Figure 1. Track usage over the die (run 1).
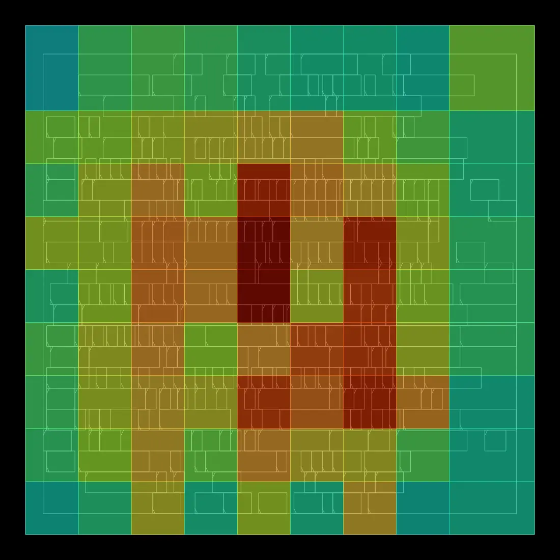
Figure 2. Cells colored by class (run 1).
Scale bar: 20 um.
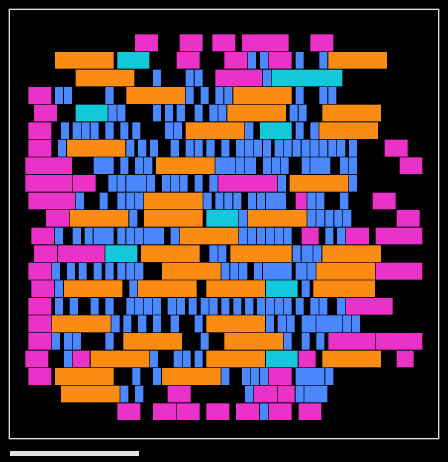
Figure 3. Register map, names as in the netlist (run 1).
Other sequential cells in the stronger gray, the rest of the logic in the fainter gray.
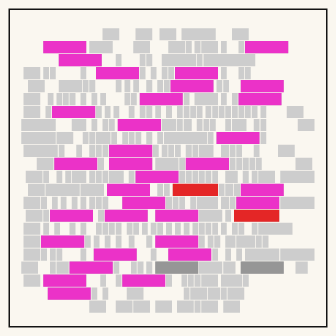
--- src/rtl/fifo_unpacker_pkg.sv ---
// Shared definitions for fifo_unpacker.
// Holds the state encodings of the unpacker FSM (IDLE=0, SEND=1).
package fifo_unpacker_pkg;

   localparam logic ST_IDLE = 1'b0;
   localparam logic ST_SEND = 1'b1;

   typedef enum logic {
      StIdle = ST_IDLE,
      StSend = ST_SEND
   } state_e;

endpackage

--- src/rtl/fifo_unpacker.sv ---
// fifo_unpacker: read-side engine for the level-sensitive FIFO.
// Pops one DATA_WIDTH entry at a time and emits it as CHUNKS narrow OUT_WIDTH chunks on a
// valid/ready stream, least- or most-significant chunk first.
//
// Ports:
//   clk         system clock, rising edge
//   rst         asynchronous active-high reset; discards any partial word
//   enable      permits fetching new entries; a word in progress always completes
//   fifo_empty  FIFO empty flag
//   fifo_data   FIFO head entry
//   fifo_drop   one-cycle pulse per consumed entry (registered); sole driver of FIFO drop
//   out_data    current chunk (zero while idle)
//   out_valid   out_data is valid
//   out_ready   consumer accepts on out_valid && out_ready at a rising edge
//   out_last    final chunk of the current entry, qualified by out_valid
//   busy        an entry is held
module fifo_unpacker
   import fifo_unpacker_pkg::*;
#(
   parameter int unsigned DATA_WIDTH = 32,
   parameter int unsigned OUT_WIDTH  = 8,
   parameter bit          LSB_FIRST  = 1'b1,
   parameter int unsigned CHUNKS     = DATA_WIDTH / OUT_WIDTH
) (
   input  logic                  clk,
   input  logic                  rst,
   input  logic                  enable,
   input  logic                  fifo_empty,
   input  logic [DATA_WIDTH-1:0] fifo_data,
   output logic                  fifo_drop,
   output logic [OUT_WIDTH-1:0]  out_data,
   output logic                  out_valid,
   input  logic                  out_ready,
   output logic                  out_last,
   output logic                  busy
);

   localparam int unsigned CntW = (CHUNKS > 1) ? $clog2(CHUNKS) : 1;
   localparam logic [CntW-1:0] LastCnt = CntW'(CHUNKS - 1);

   state_e                state_q, state_d;
   logic [DATA_WIDTH-1:0] shift_q, shift_d;
   logic [CntW-1:0]       cnt_q, cnt_d;
   logic                  drop_q, drop_d;

   logic                  fetch;
   logic                  last;
   logic [CntW-1:0]       sel;
   logic [DATA_WIDTH-1:0] shifted;

   assign fetch = enable && !fifo_empty;
   assign last  = (cnt_q == LastCnt);

   // Chunk select by shifting; sel never exceeds CHUNKS-1.
   always_comb begin
      if (LSB_FIRST) begin
         sel = cnt_q;
      end else begin
         sel = LastCnt - cnt_q;
      end
      shifted = shift_q >> (32'(sel) * OUT_WIDTH);
   end

   always_comb begin
      state_d = state_q;
      shift_d = shift_q;
      cnt_d   = cnt_q;
      drop_d  = 1'b0;
      unique case (state_q)
         StIdle: begin
            if (fetch) begin
               state_d = StSend;
               shift_d = fifo_data;
               cnt_d   = '0;
               drop_d  = 1'b1;
            end
         end
         StSend: begin
            if (out_ready) begin
               if (!last) begin
                  cnt_d = cnt_q + 1'b1;
               end else if (fetch && !drop_q) begin
                  // fifo_empty/fifo_data are stale while our drop is in flight, so a
                  // back-to-back fetch is only taken once the pop has landed.
                  shift_d = fifo_data;
                  cnt_d   = '0;
                  drop_d  = 1'b1;
               end else begin
                  state_d = StIdle;
               end
            end
         end
         default: state_d = StIdle;
      endcase
   end

   always_ff @(posedge clk or posedge rst) begin
      if (rst) begin
         state_q <= StIdle;
         shift_q <= '0;
         cnt_q   <= '0;
         drop_q  <= 1'b0;
      end else begin
         state_q <= state_d;
         shift_q <= shift_d;
         cnt_q   <= cnt_d;
         drop_q  <= drop_d;
      end
   end

   assign fifo_drop = drop_q;
   assign out_valid = (state_q == StSend);
   assign busy      = (state_q == StSend);
   assign out_last  = (state_q == StSend) && last;
   assign out_data  = (state_q == StSend) ? shifted[OUT_WIDTH-1:0] : '0;

endmodule

--- config.mk ---
export PLATFORM = sky130hd
export DESIGN_NAME = fifo_unpacker
export DESIGN_NICKNAME = d
export VERILOG_FILES = /design/src/rtl/fifo_unpacker_pkg.sv /design/src/rtl/fifo_unpacker.sv
export SDC_FILE = /design/constraint.sdc
export NUM_CORES = 1
export LEC_CHECK = 0
export ABC_AREA = 1
export CORE_MARGIN = 2
export CORE_UTILIZATION = 47
export CTS_BUF_LIST = sky130_fd_sc_hd__clkbuf_4 sky130_fd_sc_hd__clkbuf_8
export DETAILED_ROUTE_END_ITERATION = 16
export PLACE_DENSITY = 0.85
export SKIP_LAST_GASP = 1
export SYNTH_ARGS = -nofsm -noshare
export SYNTH_HDL_FRONTEND = slang
export SYNTH_SLANG_ARGS = --single-unit
--- constraint.sdc ---
create_clock -name clk -period 2.1 [get_ports clk]
set_input_delay 0.525 -clock clk [delete_from_list [all_inputs] [get_ports clk]]
set_output_delay 0.525 -clock clk [all_outputs]
set_load 0.05 [all_outputs]
==> flow_metrics.py, run 1 <==
# Synthesis and PnR figures
metrics = {
    "synth": {
        "ys_sh_simple": 0.386,
        "syn_inst": 261,
        "synthMuxAreaShare": 0,
        "syn_area_sq_um": 1820,
        "async_flop_share": 1.00,
        "top_area_frac": 0.494,
        "common_cells": "nand2_1, dfrtp_1, nor2_1",
        "ys.flop_type": "dfrtp_1",
        "ys_ff": 36,
        "ys_sh_adder": 0.00686,
        "yosysUniqueCellTypes": 15,
        "ys_chip_area_sq_um": 1820,
        "syn_avg_cell_area_sq_um": 6.98,
        "yosys_warnings": 0,
        "synth_seq_share": 0.494,
        "edf_count": 0,
        "yosys_cells": 261,
        "fp_nets": 299,
        "post-synth-top-area-cell": "dfrtp_1",
    },
    "sta": {
        "fin_skew_ns": 0.00462,
        "setup_viol_count_final": 0,
        "worst_pin_slew_ns": 0.491,
        "hold_viol_final": 0,
        "slew_headroom": 0.672,
        "min_period_over_period": 0.993,
        "finalCriticalPeriod_ns": 2.08,
        "finalMaxSlewViolations": 0,
        "whs_ns": 0.473,
        "setup_tns_ns": 0,
        "rsz0062_at_grt": "true",
    },
    "run_status": {
        "status": "completed",
    },
    "cells_and_area": {
        "area_growth_pct": 43.7,
        "n_fill_cell": 278,
        "drive_above_1_share": 0.128,
        "fin_nets": 349,
        "antenna_cells": 0,
    },
    "routing": {
        "post_drt_via_cell_ratio": 4.84,
        "avgRoutedWirePerCell_um": 12.1,
        "drc": 0,
        "ant_nets": 0,
        "first_pass_iters": 4,
        "vias": 1743,
        "first_iter_violations": 87,
        "wirelength_um": 4350,
    },
    "pwr": {
        "ir_drop_mv": 1.61,
        "pwr-share-seq": 0.264,
        "switching_share": 0.441,
        "p_int_mw": 2.58,
        "power_density_nw_per_um2": 1760,
        "power_mw": 4.62,
        "clkPwrFrac": 0.143,
        "switchingPower_mw": 2.04,
    },
    "critical_path": {
        "worstPathArrival_ns": 1.56,
        "reg2reg_slack_ns": 0.39,
        "cp_max_fo": 18,
        "start_kind": "flip-flop",
    },
    "placement": {
        "gp_congestion": 0.860,
        "port-buffer-count": 48,
    },
    "floorplanning": {
        "die_h_um": 66.3,
        "fp-row-count": 22,
        "pin_count": 49,
        "die-area_sq_um": 4390,
        "core_sq_um": 3690,
        "fp_util": 0.494,
        "die_w_um": 66.3,
    },
    "clocking": {
        "clock_tree.htree_level_count": 2,
        "cts_buffers": 5,
        "clk_pin_slew_ns": 0.07,
        "clock-root-buffer": "clkbuf_8",
        "clk_path_buf_depth": 2,
        "cts.sinks": 36,
        "cts_tree": "done",
    },
    "worst_hold_path": {
        "min_path_type": "reg -> reg",
    },
    "global_routing": {
        "grt_pass1_vias": 1533,
        "grt_start_max_net_pins": 37,
        "antenna_found_initial": 0,
        "grt_pass1_wl_um": 6830,
        "overflow": 0,
    },
    "job": {
        "max_cap_viol_count": 0,
    },
}
Back to the opening pictures, Figure 1:
GRT busiest layer: met2
met3 GRT Util: 0.0545
global-route usage over all layers: 0.210
met2 global-route usage: 0.343
met1 GRT Util: 0.267

Back to the opening pictures, Figure 2:
| color | class | cells | share of their area |
|---|---|---|---|
| cyan | clock drivers and dummy loads | 8 | 4.9% |
| blue | combinational and other logic | 213 | 34% |
| orange | sequential cells | 36 | 35% |
| magenta | remaining buffers and delay cells | 55 | 26% |

Back to the opening pictures, Figure 3:
| color | signal | flops |
|---|---|---|
| red | `cnt_q` | 2 |
| magenta | `shift_q` | 32 |
FF/Latch Area: 903 sq um
Seq. pwr: 1.22 mW
Final Util: 0.710
flop share of the area: 0.345

## run 1: layer usage
layer	share of wire	vias to the layer above
met3	0.066	9
met5	0	-
met1	0.43	807
li1	-	860
met2	0.49	67
met4	0.017	0
## run 1: flip-flops by register name, indices dropped and copies added (netlist names)
name	cells
shift_q	32
cnt_q	2
busy	1
fifo_drop	1
## run 1: worst max-delay path, stage by stage, from the launching register on
cell     delay [ns]
dfrtp_2        0.43
buf_12         0.17
nor2_1         0.06
nor2_1         0.11
nand2_1        0.07
a21oi_1        0.26
buf_12         0.18
## run 1: cell usage in the layout (no fill, tap or decap), types with 2 or more instances in the layout
cell	count
nor2_1	33
inv_2	2
dfrtp_1	34
a21oi_2	7
dfrtp_2	2
buf_12	11
inv_1	22
nand2_1	141
clkbuf_8	7
buf_4	5
nand3_1	2
clkdlybuf4s50_1	37
## run 1: power by group through the flow
stage	clock [mW]	combinational [mW]	sequential [mW]
4_1_cts	0.674	2.57	1.21
5_1_grt	0.719	2.95	1.25
3_5_place_dp	0	2.55	1.22
3_3_place_gp	0	2.50	1.20
2_1_floorplan	0	1.54	1.18
6_report	0.662	2.74	1.22
## run 1: cell type report
cell class	count	area, sq um	area share
flip-flops and latches	36	903	0.345
multi-input cells	189	782	0.298
repair buffers	55	658	0.251
clock buffers	7	96.3	0.0368
inverters	24	90.1	0.0344
well taps	48	60.1	0.0229
clock inverters	1	30.0	0.0115
## run 1: through the flow
step                      instances  setup slack (ns)  area (sq um)
after CTS                       357           0.00582          2550
final                           360            0.0153          2620
after floorplan                 261           -0.0807          1820
after detailed placement        349             0.212          2430
after global placement          349             0.275          2430
after global routing            360           -0.0688          2620
## run 1: path summary, 6_finish.rpt
check / startpoint / endpoint / cells past startpoint
max: cnt_q[0] / out_data[1] / 6
max reg2reg: cnt_q[0] / shift_q[16] / 8
min reg2reg: shift_q[11] / shift_q[11] / 2
max in group asynchronous: rst / cnt_q[0] / 3
min: shift_q[11] / shift_q[11] / 2
min in group asynchronous: rst / shift_q[21] / 3
## run 1: repair_timing
item                                   in CTS  in global routing
hold buffers                                0                  0
cloned                                      0                  1
setup buffers                               0                  2
gates resized                               1                  8
pin swaps                                   0                  1
endpoints found under the hold margin       0                  0
setup endpoints to repair                   8                  8
## run 1: cell families (layout without fill, tap and decap cells)
logic type	count (synthesis)	count (layout)
flip-flops	36	36
buffers and inverters	36	87
AND/OR/NAND/NOR	180	180
adder cells (fa/ha/maj)	1	1
AND-OR/OR-AND	8	8
==> run 2, diff against run 1 <==
--- a/config.mk
+++ b/config.mk
@@ -9,6 +9,7 @@
 export CORE_MARGIN = 2
 export CORE_UTILIZATION = 47
 export CTS_BUF_LIST = sky130_fd_sc_hd__clkbuf_4 sky130_fd_sc_hd__clkbuf_8
+export CTS_CLUSTER_DIAMETER = 120
 export DETAILED_ROUTE_END_ITERATION = 16
 export PLACE_DENSITY = 0.85
 export SKIP_LAST_GASP = 1
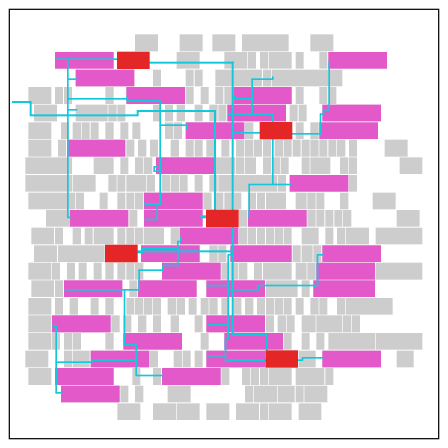
Figure 4: run 2, clock wires, drivers and flops.
[magenta] flip-flops | count: 36
[red] clock drivers | count: 5
[cyan] clock wires | length: 435 um
flops lie: widely spread

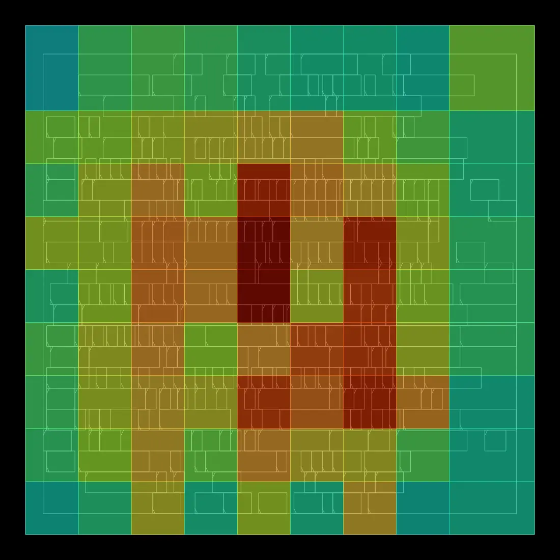
Figure 5: run 2, track usage over the die.
WL per Instance: 12.1 um

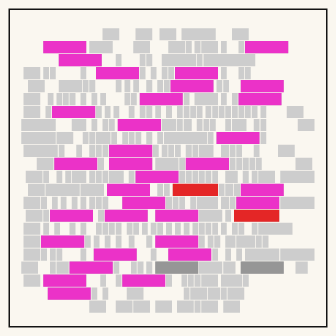
Figure 6: run 2, register map, names as in the netlist.
Other sequential cells in the stronger gray, the rest of the logic in the fainter gray.

==> run 2 against run 1 <==
Against the previous run: combinational power about the same; sequential share of layout area unchanged; clock skew did not move.
==> flow_metrics.py, run 2 <==
# Synthesis and PnR figures
metrics = {
    "synth": {
        "synth_seq_share": 0.494,
        "yosys_warnings": 0,
        "common_cells": "nand2_1, dfrtp_1, nor2_1",
        "syn_avg_cell_area_sq_um": 6.98,
        "ys_chip_area_sq_um": 1820,
        "yosys_cells": 261,
        "top_area_frac": 0.494,
        "post-synth-top-area-cell": "dfrtp_1",
        "ys_ff": 36,
        "async_flop_share": 1.00,
        "yosysUniqueCellTypes": 15,
        "syn_inst": 261,
        "syn_area_sq_um": 1820,
    },
    "sta": {
        "worst_pin_slew_ns": 0.491,
        "whs_ns": 0.473,
        "min_period_over_period": 0.993,
        "rsz0062_at_grt": "true",
        "hold_viol_final": 0,
        "setup_viol_count_final": 0,
        "fin_skew_ns": 0.00462,
    },
    "clocking": {
        "cts.sinks": 36,
        "clock_tree.htree_level_count": 2,
        "clk_path_buf_depth": 2,
        "cts_tree": "done",
        "clk_pin_slew_ns": 0.07,
    },
    "critical_path": {
        "worstPathArrival_ns": 1.56,
        "path_cells": "buf_12 -> nor2_1 -> nor2_1 -> nand2_1 -> a21oi_1 -> buf_12",
        "cp_max_fo": 18,
        "start_kind": "flip-flop",
        "path_buffers": 2,
        "crit_slowest_cell": "dfrtp_2",
        "max_stage_delay_ns": 0.43,
        "critPathTopFamily": "flip-flops",
    },
    "cells_and_area": {
        "antenna_cells": 0,
        "reg.largest.list": "shift_q (32), cnt_q (2)",
        "lay_top_cells": "nand2_1, clkdlybuf4s50_1, dfrtp_1",
        "largest_reg_flops": 32,
        "drive_above_1_share": 0.128,
        "fin_cells": 360,
        "n_fill_cell": 278,
        "fin_nets": 349,
        "area_growth_pct": 43.7,
        "final_area_sq_um": 2620,
        "final_common_cell": "nand2_1",
    },
    "floorplanning": {
        "core_sq_um": 3690,
        "die_h_um": 66.3,
        "die-area_sq_um": 4390,
        "fp-row-count": 22,
        "die_w_um": 66.3,
        "pin_count": 49,
    },
    "routing": {
        "first_iter_violations": 87,
        "drc": 0,
        "wirelength_um": 4350,
        "vias": 1743,
        "ant_nets": 0,
        "first_pass_iters": 4,
        "post_drt_via_cell_ratio": 4.84,
    },
    "global_routing": {
        "grt_pass1_vias": 1533,
        "gr-usage-all-layers": 0.210,
        "antenna_found_initial": 0,
        "overflow": 0,
        "grt_start_max_net_pins": 37,
        "grt_pass1_wl_um": 6830,
    },
    "run_status": {
        "status": "completed",
    },
    "placement": {
        "placed_cell_area_sq_um": 2430,
        "place_ws_ns": 0.212,
        "gp_congestion": 0.860,
        "dp.cells": 349,
    },
    "pwr": {
        "ir_drop_mv": 1.61,
        "power_density_nw_per_um2": 1760,
    },
}
==> run 2: kinds of logic (layout without fill, tap and decap cells) <==
logic type      after synthesis  in the layout  share of synthesized area
buf+inv                      36             87                     0.0913
simple gates                180            180                      0.386
fa+ha+maj                     1              1                    0.00686
compound gates                8              8                     0.0220
flops                        36             36                      0.494
==> run 2: layout make-up <==
class | count | area [sq um] | area share
Sequential cell | 36 | 903 | 0.345
Multi-Input combinational cell | 189 | 782 | 0.298
Timing Repair Buffer | 55 | 658 | 0.251
Clock buffer | 7 | 96.3 | 0.0368
Inverter | 24 | 90.1 | 0.0344
Tap cell | 48 | 60.1 | 0.0229
Clock inverter | 1 | 30.0 | 0.0115
==> run 2: worst register-to-register path: cells and delay by family, from the launching register on <==
family	cells	cell delay (ns)
buf+inv	2	0.47
fa+ha+maj	1	0.24
flops	1	0.45
simple gates	5	0.49
==> run 2: worst paths after layout <==
path,to,startpoint,slack (ns),cells after the start
max,out_data[1],cnt_q[0],0.02,6
min,shift_q[11],shift_q[11],0.47,2
max reg2reg,shift_q[16],cnt_q[0],0.39,8
min reg2reg,shift_q[11],shift_q[11],0.47,2
max in group asynchronous,cnt_q[0],rst,1.11,3
min in group asynchronous,shift_q[21],rst,0.64,3
==> run 2: per-layer routing <==
layer  GRT usage  share of wire  vias up
met5           0              0        -
met4      0.0816          0.017        0
met3      0.0545          0.066        9
met2       0.343           0.49       67
met1       0.267           0.43      807
li1            -              -      860
==> run 2: repair_timing <==
| action | CTS | global route |
|---|---|---|
| resized | 1 | 8 |
| pin swaps | 0 | 1 |
| hold buffers | 0 | 0 |
| cloned | 0 | 1 |
| endpoints found under the setup margin | 8 | 8 |
| buffers inserted | 0 | 2 |
==> run 2: where the power goes <==
group / internal [mW] / total (mW) / leakage, nW / switching (mW)
clock network: 0.419 / 0.662 / 0.0645 / 0.244
registers: 1.01 / 1.22 / 0.447 / 0.211
logic: 1.16 / 2.74 / 0.848 / 1.59
==> run 2: per-stage QoR <==
step | power [mW] | setup TNS, ns
6_report | 4.62 | 0
5_1_grt | 4.92 | -0.131
4_1_cts | 4.46 | 0
3_5_place_dp | 3.77 | 0
3_3_place_gp | 3.70 | 0
2_1_floorplan | 2.72 | -0.646
Figure 7. Cells colored by class (run 2).
Scale bar: 20 um.
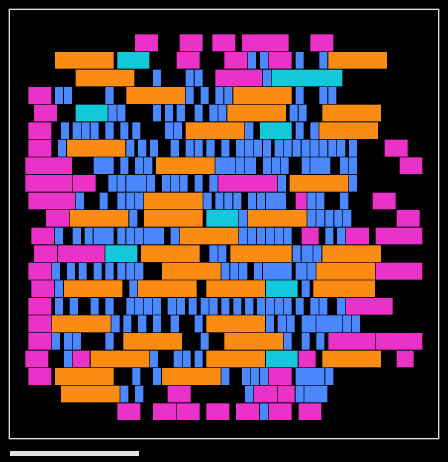

==> run 3, diff against run 2 <==
--- a/config.mk
+++ b/config.mk
@@ -12,6 +12,7 @@
 export CTS_CLUSTER_DIAMETER = 120
 export DETAILED_ROUTE_END_ITERATION = 16
 export PLACE_DENSITY = 0.85
+export RECOVER_POWER = 50
 export SKIP_LAST_GASP = 1
 export SYNTH_ARGS = -nofsm -noshare
 export SYNTH_HDL_FRONTEND = slang
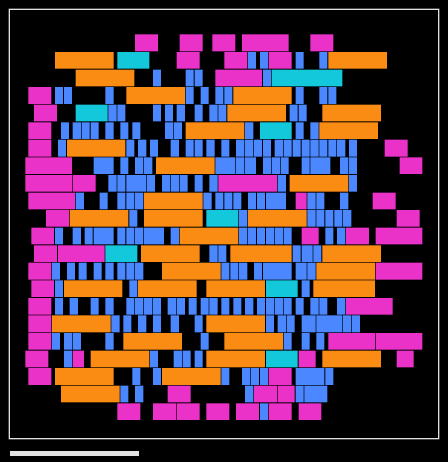
Figure 8: run 3, cells colored by class.
Scale bar: 20 um.
| color | class | cells | share of their area |
|---|---|---|---|
| magenta | remaining buffers and delay cells | 55 | 26% |
| cyan | clock drivers and dummy loads | 8 | 4.9% |
| orange | sequential cells | 36 | 35% |
| blue | combinational and other logic | 213 | 34% |

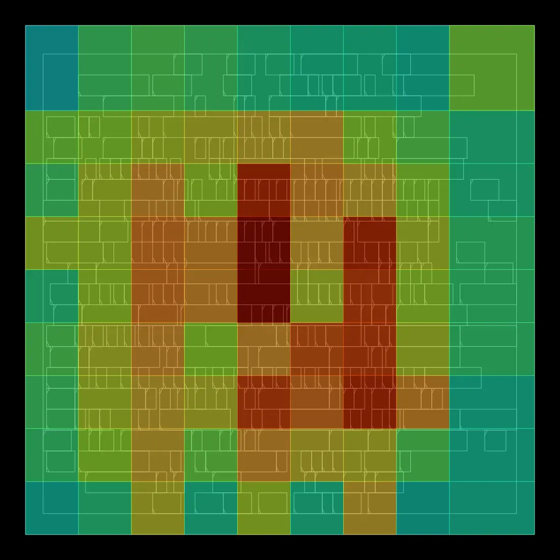
Figure 9: run 3, track usage over the die.
Final Util: 0.710
WL per Instance: 12.1 um

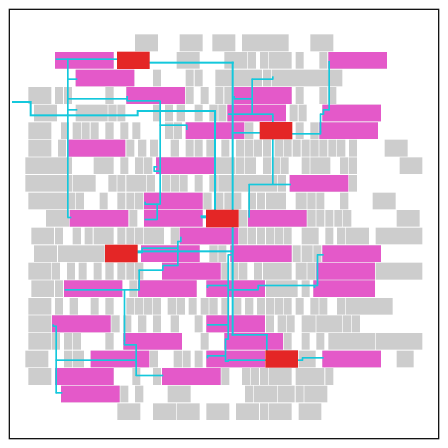
Figure 10: run 3, clock wires, drivers and flops.
[magenta] flip-flops | count: 36
[red] clock drivers | count: 5
[cyan] clock wires | length: 435 um
flops lie: widely spread
Clk pwr share: 0.143
P_clk: 0.662 mW
clock insertion delay at the later pin of the skew report: 0.29 ns

==> run 3 against run 2 <==
Against the previous run: worst setup slack hardly changed; critical path depth stayed put; flip-flop count stayed put; cell count stayed put; power hardly changed; worst hold slack stayed put; critical path type unchanged; critical endpoint unchanged; largest power group unchanged.
==> flow_metrics.py, run 3 <==
# Synthesis and PnR figures
metrics = {
    "synth": {
        "synth_top_cell_by_count": "nand2_1",
        "post-synth-top-area-cell": "dfrtp_1",
        "ys_ff": 36,
        "ys.flop_type": "dfrtp_1",
        "syn_inst": 261,
        "syn_avg_cell_area_sq_um": 6.98,
        "ys_chip_area_sq_um": 1820,
        "fp_nets": 299,
        "synth_seq_share": 0.494,
        "edf_count": 0,
        "yosysUniqueCellTypes": 15,
        "yosys_cells": 261,
        "top_area_frac": 0.494,
        "async_flop_share": 1.00,
        "syn_area_sq_um": 1820,
        "yosys_warnings": 0,
        "topCellsByArea": "dfrtp_1, nand2_1, nor2_1",
        "common_cells": "nand2_1, dfrtp_1, nor2_1",
    },
    "routing": {
        "first_pass_iters": 4,
        "first_iter_violations": 87,
        "post_drt_via_cell_ratio": 4.84,
        "met3_length_um": 288,
        "vias": 1744,
        "wirelength_um": 4340,
        "m1WireLength_um": 1860,
        "ant_nets": 0,
        "drc": 0,
        "top_layer": "met4",
        "met2WireLength_um": 2120,
    },
    "critical_path": {
        "startpoint": "cnt_q[0]",
        "reg2regPathDepth": 8,
        "worstSetupEndpointType": "primary output",
        "cp-endpoint": "out_data[1]",
        "worst_ep_required_time_ns": 1.57,
        "worstPathArrival_ns": 1.56,
        "cp_max_fo": 18,
        "crit_type": "reg -> out",
        "reg2reg_from": "cnt_q[0]",
        "start_kind": "flip-flop",
        "reg2reg_slack_ns": 0.39,
        "r2r_end": "shift_q[16]",
    },
    "sta": {
        "finalMaxSlewViolations": 0,
        "setup_tns_ns": 0,
        "whs_ns": 0.473,
        "rsz0062_at_grt": "true",
        "min_period_over_period": 0.993,
        "slew_headroom": 0.409,
        "finalCriticalPeriod_ns": 2.08,
        "worst_pin_slew_ns": 0.886,
        "fin_ws_ns": 0.0153,
        "fin_skew_ns": 0.00462,
        "max_freq_mhz": 480,
        "setup_viol_count_final": 0,
        "hold_viol_final": 0,
    },
    "global_routing": {
        "grt_pass1_vias": 1533,
        "grt_pass1_wl_um": 6830,
        "gr-usage-all-layers": 0.210,
        "overflow": 0,
        "grt_start_max_net_pins": 37,
        "antenna_found_initial": 0,
    },
    "placement": {
        "port-buffer-count": 48,
        "dp.cells": 349,
        "hpwl_um": 2910,
        "gp_congestion": 0.860,
        "placed_cell_area_sq_um": 2430,
        "place_ws_ns": 0.212,
    },
    "cells_and_area": {
        "antenna_cells": 0,
        "flop_area_sq_um": 903,
        "reg.largest.list": "shift_q (32), cnt_q (2)",
        "fin_cells": 360,
        "fin_nets": 349,
        "area_growth_pct": 43.6,
        "logic_area_sq_um": 782,
        "drive_above_1_share": 0.128,
        "lay_top_cells": "nand2_1, clkdlybuf4s50_1, dfrtp_1",
        "n_fill_cell": 279,
        "largest_register": "shift_q",
        "largest_reg_flops": 32,
        "final_area_sq_um": 2620,
        "final_common_cell": "nand2_1",
    },
    "pwr": {
        "power_density_nw_per_um2": 1770,
        "leakagePower_nw": 1.36,
        "p_int_mw": 2.58,
        "ir_drop_mv": 1.61,
        "pwr-share-seq": 0.264,
        "power_mw": 4.62,
        "switchingPower_mw": 2.04,
        "p_comb_frac": 0.593,
        "switching_share": 0.441,
    },
    "clocking": {
        "clock_tree.htree_level_count": 2,
        "clock-root-buffer": "clkbuf_8",
        "cts_tree": "done",
        "clk_path_buf_depth": 2,
        "clk_pin_slew_ns": 0.07,
        "cts.sinks": 36,
        "cts_buffers": 5,
    },
    "job": {
        "max_cap_viol_count": 0,
        "tool_warnings": 28,
    },
    "floorplanning": {
        "fp_util": 0.494,
        "die_h_um": 66.3,
        "fp-row-count": 22,
        "die_w_um": 66.3,
        "die-area_sq_um": 4390,
        "core_sq_um": 3690,
        "pin_count": 49,
    },
    "worst_hold_path": {
        "min_path_type": "reg -> reg",
        "holdPathStages": 2,
    },
    "run_status": {
        "status": "completed",
    },
}
==> run 3: cell types whose count changed in the layout (fill, tap and decap cells not counted) <==
cell	change
buf_4	-1
dlygate4sd3_1	+1
clkdlybuf4s50_1	-1
clkbuf_2	+1
==> run 3: worst min-delay path by stage <==
stage                      startpoint  slack [ns]           to
after floorplan           shift_q[10]        0.44  shift_q[10]
after global placement    shift_q[15]        0.45  shift_q[15]
after detailed placement  shift_q[11]        0.46  shift_q[11]
after CTS                 shift_q[11]        0.48  shift_q[11]
after global routing      shift_q[20]        0.49  shift_q[20]
final                     shift_q[11]        0.47  shift_q[11]
==> run 3: cell type report <==
cell class,instances,share of cell area
Sequential cell,36,0.345
Multi-Input combinational cell,189,0.299
Timing Repair Buffer,55,0.250
Clock buffer,7,0.0368
Inverter,24,0.0344
Tap cell,48,0.0229
Clock inverter,1,0.0115
==> run 3: worst max-delay path, stage by stage, from the launching register on <==
cell,delay [ns]
dfrtp_2,0.43
buf_12,0.17
nor2_1,0.06
nor2_1,0.11
nand2_1,0.07
a21oi_1,0.26
buf_12,0.18
==> run 3: kinds of logic after synthesis <==
group | after synthesis | share of synthesized area
compound gates | 8 | 0.0220
fa+ha+maj | 1 | 0.00686
buf+inv | 36 | 0.0913
flops | 36 | 0.494
simple gates | 180 | 0.386
==> run 3: metal layers <==
metal / track usage / vias up
met5: 0 / -
met4: 0.0816 / 0
met3: 0.0545 / 9
met2: 0.343 / 67
met1: 0.267 / 807
li1: - / 861
==> run 3: power by group through the flow <==
stage	logic [mW]	registers, mW	clock network, mW
floorplan	1.54	1.18	0
global placement	2.50	1.20	0
detailed placement	2.55	1.22	0
CTS	2.57	1.21	0.674
global route	2.95	1.25	0.719
finish	2.74	1.22	0.662
==> run 3: timing repair <==
item | CTS | global route
gates cloned | 0 | 1
pin swaps | 0 | 1
gates resized | 1 | 8
setup buffers | 0 | 2
hold buffers | 0 | 0
setup endpoints to repair | 8 | 8
Power is estimated from default activity; no workload was simulated.
